<file path="src/rtl/cursor_controller.sv">
// Push-button front end for life_logic: 2-flop sync, per-button debounce,
// auto-repeating wrap-around cursor steps per axis, and a one-cycle centre-button click.
module cursor_controller #(
  parameter int BOARD_W         = 512,
  parameter int BOARD_H         = 512,
  parameter int POS_W           = 10,
  parameter int DEBOUNCE_CYCLES = 1000000,
  parameter int REPEAT_DELAY    = 30000000,
  parameter int REPEAT_PERIOD   = 5000000
) (
  input  logic             clk_in,
  input  logic             rst_n_in,
  input  logic             btnu_in,
  input  logic             btnd_in,
  input  logic             btnl_in,
  input  logic             btnr_in,
  input  logic             btnc_in,
  output logic [POS_W-1:0] cursor_x_out,
  output logic [POS_W-1:0] cursor_y_out,
  output logic             click_out,
  output logic             moving_out
);

  localparam int NB      = 5;
  localparam int BU      = 0;
  localparam int BD      = 1;
  localparam int BL      = 2;
  localparam int BR      = 3;
  localparam int BC      = 4;
  localparam int DEB_W   = $clog2(DEBOUNCE_CYCLES + 1);
  localparam int RPT_MAX = (REPEAT_DELAY > REPEAT_PERIOD) ? REPEAT_DELAY : REPEAT_PERIOD;
  localparam int RPT_W   = $clog2(RPT_MAX + 1);

  localparam logic [POS_W-1:0] X_MAX      = POS_W'(BOARD_W - 1);
  localparam logic [POS_W-1:0] Y_MAX      = POS_W'(BOARD_H - 1);
  localparam logic [POS_W-1:0] X_MID      = POS_W'(BOARD_W / 2);
  localparam logic [POS_W-1:0] Y_MID      = POS_W'(BOARD_H / 2);
  localparam logic [DEB_W-1:0] DEB_LAST   = DEB_W'(DEBOUNCE_CYCLES - 1);
  localparam logic [RPT_W-1:0] RPT_DELAY  = RPT_W'(REPEAT_DELAY);
  localparam logic [RPT_W-1:0] RPT_PERIOD = RPT_W'(REPEAT_PERIOD);
  localparam logic [RPT_W-1:0] RPT_ONE    = RPT_W'(1);

  typedef enum logic [1:0] {ST_IDLE = 2'd0, ST_DELAY = 2'd1, ST_REPEAT = 2'd2} dir_state_t;

  logic [NB-1:0]    btn_raw, sync_q1, sync_q2, deb_q, deb_d;
  logic [DEB_W-1:0] deb_cnt_q [NB];
  logic [DEB_W-1:0] deb_cnt_d [NB];
  logic             btnc_seen_q;

  // Per axis: index 0 = x, 1 = y. Direction is {positive, negative}.
  dir_state_t       st_q  [2];
  dir_state_t       st_d  [2];
  logic [1:0]       dir_q [2];
  logic [1:0]       dir_d [2];
  logic [RPT_W-1:0] rpt_q [2];
  logic [RPT_W-1:0] rpt_d [2];
  logic [1:0]       step_en;
  logic [POS_W-1:0] x_nxt, y_nxt;

  assign btn_raw = {btnc_in, btnr_in, btnl_in, btnd_in, btnu_in};

  always_comb begin
    for (int b = 0; b < NB; b++) begin
      deb_d[b]     = deb_q[b];
      deb_cnt_d[b] = '0;
      if (sync_q2[b] != deb_q[b]) begin
        if (deb_cnt_q[b] == DEB_LAST) deb_d[b] = ~deb_q[b];
        else                          deb_cnt_d[b] = deb_cnt_q[b] + 1'b1;
      end
    end
  end

  always_ff @(posedge clk_in or negedge rst_n_in) begin
    if (!rst_n_in) begin
      sync_q1 <= '0;
      sync_q2 <= '0;
      deb_q   <= '0;
      for (int b = 0; b < NB; b++) deb_cnt_q[b] <= '0;
    end else begin
      sync_q1 <= btn_raw;
      sync_q2 <= sync_q1;
      deb_q   <= deb_d;
      for (int b = 0; b < NB; b++) deb_cnt_q[b] <= deb_cnt_d[b];
    end
  end

  // Direction follows the level being debounced this cycle so the first step lands with it.
  always_comb begin
    dir_d[0] = {deb_d[BR] & ~deb_d[BL], deb_d[BL] & ~deb_d[BR]};
    dir_d[1] = {deb_d[BD] & ~deb_d[BU], deb_d[BU] & ~deb_d[BD]};
  end

  always_ff @(posedge clk_in or negedge rst_n_in) begin
    if (!rst_n_in) begin
      for (int a = 0; a < 2; a++) begin
        st_q[a]  <= ST_IDLE;
        dir_q[a] <= 2'b00;
        rpt_q[a] <= '0;
      end
    end else begin
      for (int a = 0; a < 2; a++) begin
        st_q[a]  <= st_d[a];
        dir_q[a] <= dir_d[a];
        rpt_q[a] <= rpt_d[a];
      end
    end
  end

  always_comb begin
    for (int a = 0; a < 2; a++) begin
      st_d[a] = st_q[a];
      if (dir_d[a] == 2'b00)            st_d[a] = ST_IDLE;
      else if (dir_d[a] != dir_q[a])    st_d[a] = ST_DELAY;
      else if (st_q[a] == ST_DELAY && rpt_q[a] <= RPT_ONE) st_d[a] = ST_REPEAT;
    end
  end

  // A new or sign-flipped direction steps at once; otherwise step when the countdown expires.
  always_comb begin
    for (int a = 0; a < 2; a++) begin
      step_en[a] = 1'b0;
      rpt_d[a]   = rpt_q[a];
      if (dir_d[a] == 2'b00) begin
        rpt_d[a] = '0;
      end else if (dir_d[a] != dir_q[a]) begin
        step_en[a] = 1'b1;
        rpt_d[a]   = RPT_DELAY;
      end else if (st_q[a] != ST_IDLE) begin
        if (rpt_q[a] <= RPT_ONE) begin
          step_en[a] = 1'b1;
          rpt_d[a]   = RPT_PERIOD;
        end else begin
          rpt_d[a] = rpt_q[a] - 1'b1;
        end
      end
    end
  end

  always_comb begin
    x_nxt = cursor_x_out;
    y_nxt = cursor_y_out;
    if (step_en[0]) begin
      if (dir_d[0][1]) x_nxt = (cursor_x_out == X_MAX) ? '0 : cursor_x_out + 1'b1;
      else             x_nxt = (cursor_x_out == '0) ? X_MAX : cursor_x_out - 1'b1;
    end
    if (step_en[1]) begin
      if (dir_d[1][1]) y_nxt = (cursor_y_out == Y_MAX) ? '0 : cursor_y_out + 1'b1;
      else             y_nxt = (cursor_y_out == '0) ? Y_MAX : cursor_y_out - 1'b1;
    end
  end

  // Click leaves one cycle after the debounced rise, alongside the pre-step position.
  always_ff @(posedge clk_in or negedge rst_n_in) begin
    if (!rst_n_in) begin
      cursor_x_out <= X_MID;
      cursor_y_out <= Y_MID;
      click_out    <= 1'b0;
      btnc_seen_q  <= 1'b0;
      moving_out   <= 1'b0;
    end else begin
      cursor_x_out <= x_nxt;
      cursor_y_out <= y_nxt;
      click_out    <= deb_q[BC] & ~btnc_seen_q;
      btnc_seen_q  <= deb_q[BC];
      moving_out   <= |deb_q[BR:BU];
    end
  end

endmodule
</file>
<file path="config.mk">
export PLATFORM = sky130hd
export DESIGN_NAME = cursor_controller
export DESIGN_NICKNAME = d
export VERILOG_FILES = /design/src/rtl/cursor_controller.sv
export SDC_FILE = /design/constraint.sdc
export NUM_CORES = 1
export LEC_CHECK = 0
export CAP_MARGIN = 20
export CORE_MARGIN = 2
export CORE_UTILIZATION = 45
export CTS_CLUSTER_DIAMETER = 150
export CTS_CLUSTER_SIZE = 14
export DETAILED_ROUTE_END_ITERATION = 6
export GPL_ROUTABILITY_DRIVEN = 1
export GPL_TIMING_DRIVEN = 0
export MAX_ROUTING_LAYER = met4
export PLACE_DENSITY = 0.62
export SKIP_LAST_GASP = 1
export SLEW_MARGIN = 0
export SYNTH_ARGS = -nofsm -noshare
export SYNTH_HDL_FRONTEND = slang
export SYNTH_SLANG_ARGS = --single-unit
</file>
<file path="constraint.sdc">
create_clock -name clk_in -period 4.5 [get_ports clk_in]
set_input_delay 0.675 -clock clk_in [delete_from_list [all_inputs] [get_ports clk_in]]
set_output_delay 0.675 -clock clk_in [all_outputs]
set_load 0.01 [all_outputs]
</file>
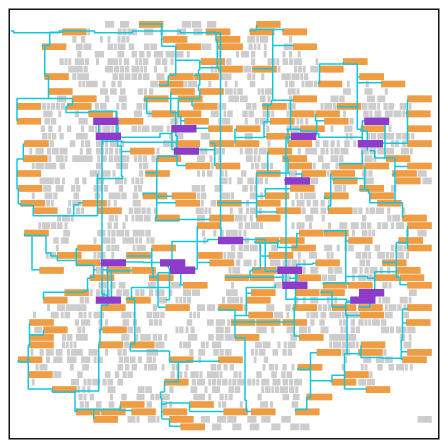
Run 1: clock wires, drivers and flops
Key: clock drivers = purple [count 17]; flip-flops = orange [count 196]; clock wires = cyan [length 2470 um]
Position of the flops: spread over the die. There are 18 routed clock nets.

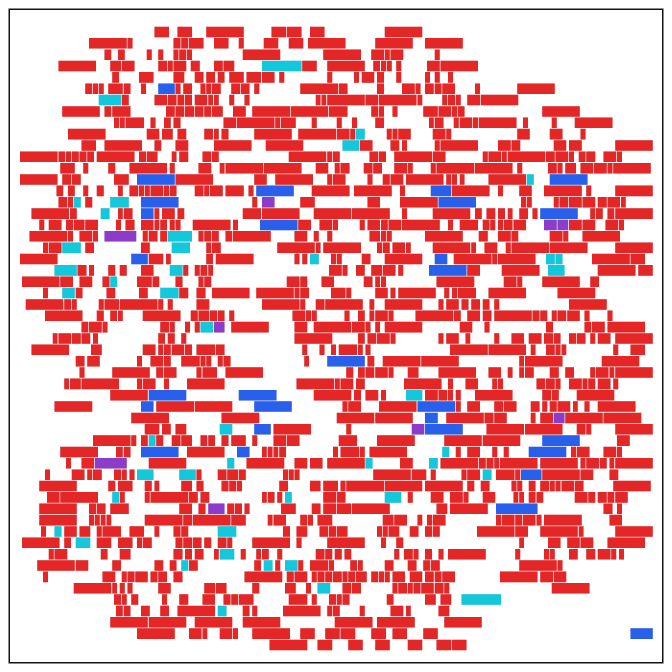
Run 1: cells by drive strength
Key: _0 and _1 cells = red [cells 1101, most used nor2_1]; _3 and _4 cells = purple [cells 9, most used clkinv_4]; _2 cells = cyan [cells 44, most used buf_2]; _6 and larger = blue [cells 29, most used clkbuf_16]

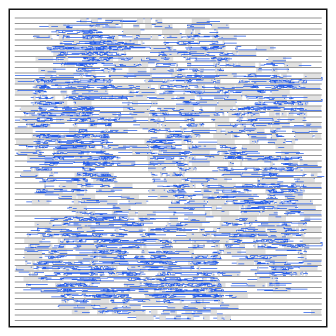
Run 1: met1 routing
Supply wires on this layer in gray. Cells faint in the background.
The wires run mostly horizontal. The longest straight run is 33.6 um.
final wirelength: 22300 um
GRT met1 Usage: 27.9%

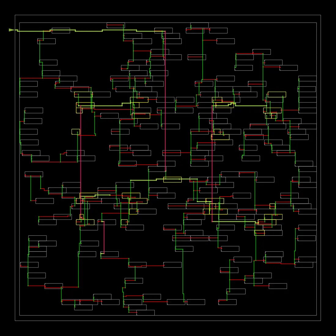
Run 1: the clock network
skew final: 15.3 ps
flop count: 196

==> impl_metrics.toml, run 1 <==
# flow metrics
[outcome]
status = "complete, no violations"

[layout]
layout_top_cell = "nor2_1"
comb_area_um2 = 5190
syn2layout_area_growth_pct = 12.0
fin_nets = 1194

[clock_network]
clockBufferDepth = 2
path_clk_slew_ps = 80
clkLatencyLatePin_ps = 430

[pwr]
leakage_nw = 5.08
p_clk_mw = 1.47
seqPwrFrac_pct = 53.5
p_total_mw = 3.34
p_per_area_nw_per_um2 = 286
p_int_mw = 2.56
ir_drop_uv = 185
power_leader = "sequential cells"
pg_seq_mw = 1.79

[timing]
tightest_slew_ps = 890
hold_violations = 0
drv_slew = 0

[floorplan]
io_pins = 29
die_area_um2 = 24400
core_um2 = 22700
num_rows = 55

[detailed_routing]
first_iter_violations = 577
antenna_left = 0
dr.pass1.iters = 5

[placed_design]
dp_slack_ps = 332
place_congestion = 0.833

[synth]
synthArstFlopShare_pct = 100
ys_seq_share_pct = 47.1
ys_ff = 196
synth.most_common_cell = "nor2_1"
syn_nets = 1144
common_cells = "nor2_1 (196), dfrtp_1 (194), nand2_1 (68)"
avgSynthCellArea_um2 = 9.31
yosysChipArea_um2 = 10400
ff_type = "dfrtp_1"
synth_top_area_share_pct = 46.6

[setup_path]
worstSetupStartpointType = "register"
slowest_delay_ps = 580
cp.arrival_ps = 4250

[global_route]
grt_max_degree = 115
gr-total-overflow = 0
grt_pass1_wl_um = 38500
use_met2_pct = 30.6
grt_pass1_vias = 7830
grt_use_total_pct = 19.9
antenna_found_initial = 0
run 1: stage by stage:
| step | setup TNS [ps] | cell area (um^2) | std cells |
|---|---|---|---|
| global placement | -1119160 | 11100 | 1433 |
| floorplan | 0 | 10400 | 1120 |
| detailed placement | 0 | 11100 | 1434 |
| global route | 0 | 11700 | 1468 |
| CTS | 0 | 11700 | 1466 |
| finish | 0 | 11700 | 1468 |
run 1: per-layer routing:
layer,share of wire [%],routed length [um]
met1,50,11200
met2,46,10200
met3,3.2,709
met4,1.1,248
met5,0,0
run 1: registers in the layout, indices dropped and copies added (netlist names):
register and flops:
deb_q 5, cursor_y_out 10, st_q 4, rpt_q 50, sync_q1 5, deb_cnt_q 100
click_out 1, sync_q2 5, btnc_seen_q 1, dir_q 4, cursor_x_out 10, moving_out 1
run 1: cell type report:
type	instances	share of cell area, %
Buffer	48	1.74
Clock buffer	19	3.88
Clock inverter	13	0.964
Inverter	35	1.12
Multi-Input combinational cell	841	44.5
Sequential cell	196	42.0
Tap cell	285	3.05
Timing Repair Buffer	31	2.76
run 1: logic make-up (layout without fill, tap and decap cells):
logic type / after synthesis / in the layout / synth area share (%)
AOI/OAI and AO/OA: 157 / 157 / 10.2
and+or+nand+nor: 527 / 527 / 25.5
muxes: 14 / 14 / 1.39
xor gates and xnor gates: 126 / 126 / 10.6
adders and majority gates: 17 / 17 / 2.04
buffers and inverters: 83 / 146 / 3.20
DFF: 196 / 196 / 47.1
run 1: path summary, 6_finish.rpt:
path,from,to
max in group asynchronous,rst_n_in,rpt_q[7]
min reg2reg,sync_q1[0],sync_q2[0]
min,rst_n_in,deb_cnt_q[90]
max,deb_cnt_q[60],cursor_y_out[7]
min in group clk_in,sync_q1[0],sync_q2[0]
max reg2reg,deb_cnt_q[60],cursor_y_out[7]
--- run 2 (diff from run 1) ---
--- a/config.mk
+++ b/config.mk
@@ -8,6 +8,7 @@
 export CAP_MARGIN = 20
 export CORE_MARGIN = 2
 export CORE_UTILIZATION = 45
+export CTS_BUF_LIST = sky130_fd_sc_hd__clkbuf_8
 export CTS_CLUSTER_DIAMETER = 150
 export CTS_CLUSTER_SIZE = 14
 export DETAILED_ROUTE_END_ITERATION = 6
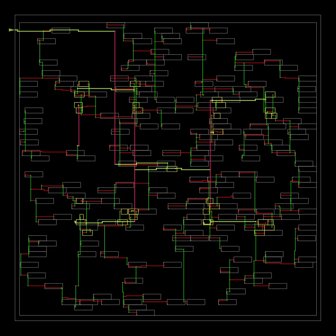
Run 2: the clock network
Power Clock: 1.10 mW
clk_lat worst skew: 460 ps
skew final: 19.5 ps

==> run 2 against run 1 <==
- cell area decreased by 1.6%
- critical path depth unchanged
- clock power decreased by 25%
- combinational power about the same
- clock skew increased by 4.3 ps
- fmax decreased by 0.16%
- register-to-register slack about the same
- worst setup slack got worse by 6.4 ps
- global-route usage about the same
- non-clock buffer count unchanged
- critical path type unchanged
- critical endpoint unchanged
- largest cell class unchanged
- highest routed layer unchanged
==> impl_metrics.toml, run 2 <==
# flow metrics
[detailed_routing]
antenna_left = 0
dr.pass1.iters = 5
drt_wl_total_um = 22200
first_iter_violations = 665

[layout]
layout_top_cell = "nor2_1"
fin_area_um2 = 11500
largest_reg_flops = 100
comb_area_um2 = 5190
top_register = "deb_cnt_q"
largestRegisters = "deb_cnt_q (100), rpt_q (50)"

[timing]
drv_slew = 0
tns_ps = 0
hold_violations = 0

[setup_path]
cp.arrival_ps = 4300
slowest_delay_ps = 580

[floorplan]
num_rows = 55
die_area_um2 = 24400
core_um2 = 22700

[pwr]
ir_drop_uv = 200
p_int_mw = 2.23

[global_route]
grt_pass1_vias = 7862
antenna_found_initial = 0
gr-total-overflow = 0
grt_pass1_wl_um = 38500

[clock_network]
clockBufferDepth = 2
path_clk_slew_ps = 110

[synth]
synth.most_common_cell = "nor2_1"
ys_ff = 196
synth_top_area_share_pct = 46.6

[outcome]
status = "complete, no violations"

[placed_design]
dp_slack_ps = 332
placed_area_um2 = 11100
[run 2: cell counts after synthesis]
No cell type changed its count.
[run 2: logic make-up (layout without fill, tap and decap cells)]
group	after synthesis	in the layout	share of synthesized area, %
AND-OR/OR-AND	157	157	10.2
XOR/XNOR	126	126	10.6
adder cells (fa/ha/maj)	17	17	2.04
buffers and inverters	83	146	3.20
flip-flops	196	196	47.1
multiplexers	14	14	1.39
AND/OR/NAND/NOR	527	527	25.5
[run 2: final timing paths]
path                                from               to  slack [ps]  cells after the start
max                        deb_cnt_q[60]  cursor_y_out[7]         590                     13
min                             rst_n_in    deb_cnt_q[90]         280                      1
max reg2reg                deb_cnt_q[60]  cursor_y_out[7]         590                     13
min reg2reg                   sync_q1[0]       sync_q2[0]         360                      0
max in group asynchronous       rst_n_in        rpt_q[35]        3310                      2
min in group clk_in           sync_q1[0]       sync_q2[0]         360                      0
[run 2: what timing repair did]
item,4_1_cts,5_1_grt
gates resized,0,1
hold endpoints to repair,0,0
setup endpoints to repair,0,2
[run 2: metal layers]
metal | routed length, um | up-vias | GRT usage, %
met3 | 696 | 20 | 3.10
met5 | 0 | - | -
li1 | - | 4048 | -
met4 | 288 | 0 | 5.55
met1 | 11100 | 3982 | 27.8
met2 | 10200 | 137 | 30.4
[run 2: through the flow]
step           cells  utilization (%)  power (mW)
6_report        1468             50.6        2.97
5_1_grt         1468             50.6        3.11
4_1_cts         1466             50.5        3.02
3_5_place_dp    1434             48.9        1.91
3_3_place_gp    1433             48.7        1.91
2_1_floorplan   1120                -        1.85
[run 2: area by class of cell]
class | count | area share (%)
inverters | 35 | 1.14
clock inverters | 13 | 0.980
flip-flops and latches | 196 | 42.7
well taps | 285 | 3.10
clock buffers | 19 | 2.28
repair buffers | 31 | 2.81
plain buffers | 48 | 1.76
multi-input cells | 841 | 45.2
--- run 3 (diff from run 2) ---
--- a/config.mk
+++ b/config.mk
@@ -12,10 +12,12 @@
 export CTS_CLUSTER_DIAMETER = 150
 export CTS_CLUSTER_SIZE = 14
 export DETAILED_ROUTE_END_ITERATION = 6
+export DONT_BUFFER_PORTS = 1
 export GPL_ROUTABILITY_DRIVEN = 1
 export GPL_TIMING_DRIVEN = 0
 export MAX_ROUTING_LAYER = met4
-export PLACE_DENSITY = 0.62
+export PLACE_DENSITY = 0.61
+export SETUP_SLACK_MARGIN = 0.3
 export SKIP_LAST_GASP = 1
 export SLEW_MARGIN = 0
 export SYNTH_ARGS = -nofsm -noshare
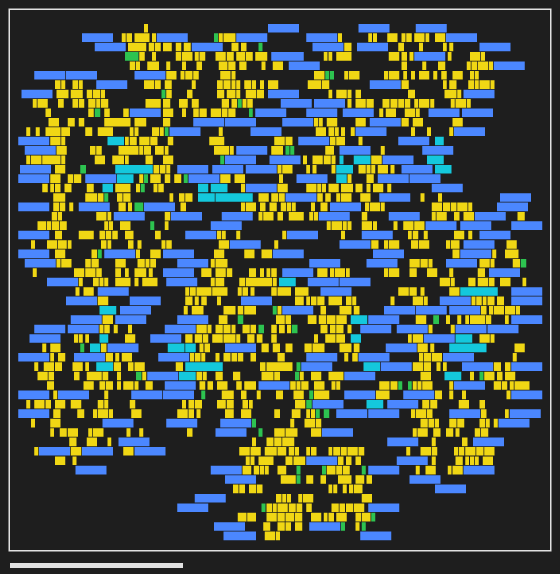
Run 3: placement by cell class
Scale bar: 50 um.
Key: combinational and other logic = yellow [cells 876, share of their area 49%]; sequential cells = blue [cells 196, share of their area 45%]; clock drivers and dummy loads = cyan [cells 32, share of their area 4.3%]; remaining buffers and delay cells = green [cells 49, share of their area 1.9%]

==> run 3 against run 2 <==
- the flow now finishes with violations (hold timing)
- flip-flop count unchanged
- first-iteration DRC count decreased by 12%
- worst hold slack worse by 380 ps
- register-to-register slack improved by 140 ps
- global-route usage about the same
- fmax up 3.8%
- die size unchanged
- cell area decreased by 1.9%
- clock skew down 3.8 ps
- largest cell class unchanged
==> impl_metrics.toml, run 3 <==
# flow metrics
[floorplan]
core_um2 = 22700
die_area_um2 = 24400
num_rows = 55

[global_route]
antenna_found_initial = 0
grt_pass1_wl_um = 38700
grt_pass1_vias = 7684
gr-total-overflow = 0

[placed_design]
dp_slack_ps = 424

[setup_path]
cp.arrival_ps = 4150
slowest_delay_ps = 500

[detailed_routing]
drt_wl_total_um = 22100
first_iter_violations = 584
dr.pass1.iters = 5
antenna_left = 0

[timing]
skew_ps = 15.8
hold_violations = 194
drv_slew = 0
whs_ps = -104

[clock_network]
clockBufferDepth = 2
path_clk_slew_ps = 100
clkLatencyLatePin_ps = 470

[synth]
synthArstFlopShare_pct = 100
synth_top_area_share_pct = 46.6
ys_ff = 196
synth.most_common_cell = "nor2_1"

[pwr]
p_int_mw = 2.47
pg_seq_mw = 1.79
p_clk_mw = 1.33
ir_drop_uv = 179
p_total_mw = 3.16

[layout]
fin_util_pct = 49.6
largestRegisters = "deb_cnt_q (100), rpt_q (50)"
largest_reg_flops = 100
top_register = "deb_cnt_q"

[outcome]
status = "finished, violations left"
violations = "hold timing"
[run 3: layer usage]
metal	track usage (%)	part of all wire (%)	vias up
met4	4.06	0.68	0
met5	-	0	-
met2	30.0	45	121
li1	-	-	3990
met3	3.46	3.3	14
met1	28.6	50	3948
[run 3: layout make-up]
cell class / count / area [um^2]
buffer: 48 / 203
multi-input combinational: 841 / 5200
timing repair buffer: 1 / 5.00
inverter: 35 / 131
clock inverter: 14 / 221
tap: 285 / 357
fill: 2120 / 11400
clock buffer: 18 / 248
sequential: 196 / 4910
[run 3: what timing repair did]
item	in CTS	in global routing
endpoints found under the setup margin	0	10
endpoints found under the hold margin	194	194
resized	0	2
[run 3: cells by family (layout without fill, tap and decap cells)]
kind of cell | Yosys count | after routing | share of synthesized area, %
compound gates | 157 | 157 | 10.2
xor+xnor | 126 | 126 | 10.6
fa+ha+maj | 17 | 17 | 2.04
buf+inv | 83 | 116 | 3.20
flops | 196 | 196 | 47.1
mux | 14 | 14 | 1.39
simple gates | 527 | 527 | 25.5
[run 3: through the flow]
stage	std cells	hold slack [ps]	cell area, um^2
2_1_floorplan	1120	331	10400
3_3_place_gp	1405	332	10800
3_5_place_dp	1405	335	10800
4_1_cts	1437	-134	11300
5_1_grt	1438	-156	11300
6_report	1438	-104	11300
[run 3: final timing paths]
kind / from / end / slack, ps / depth (start not counted)
worst max-delay path: deb_cnt_q[60] / cursor_y_out[0] / 730 / 13
worst min-delay path: rst_n_in / cursor_y_out[6] / -100 / 0
worst max register to register: deb_cnt_q[60] / cursor_y_out[0] / 730 / 13
worst min register to register: sync_q1[1] / sync_q2[1] / 360 / 0
max in group asynchronous: rst_n_in / cursor_x_out[8] / 4220 / 0
min in group clk_in: btnd_in / sync_q1[1] / 220 / 0
Power figures rest on the tool's default switching activity, not on a simulated workload.
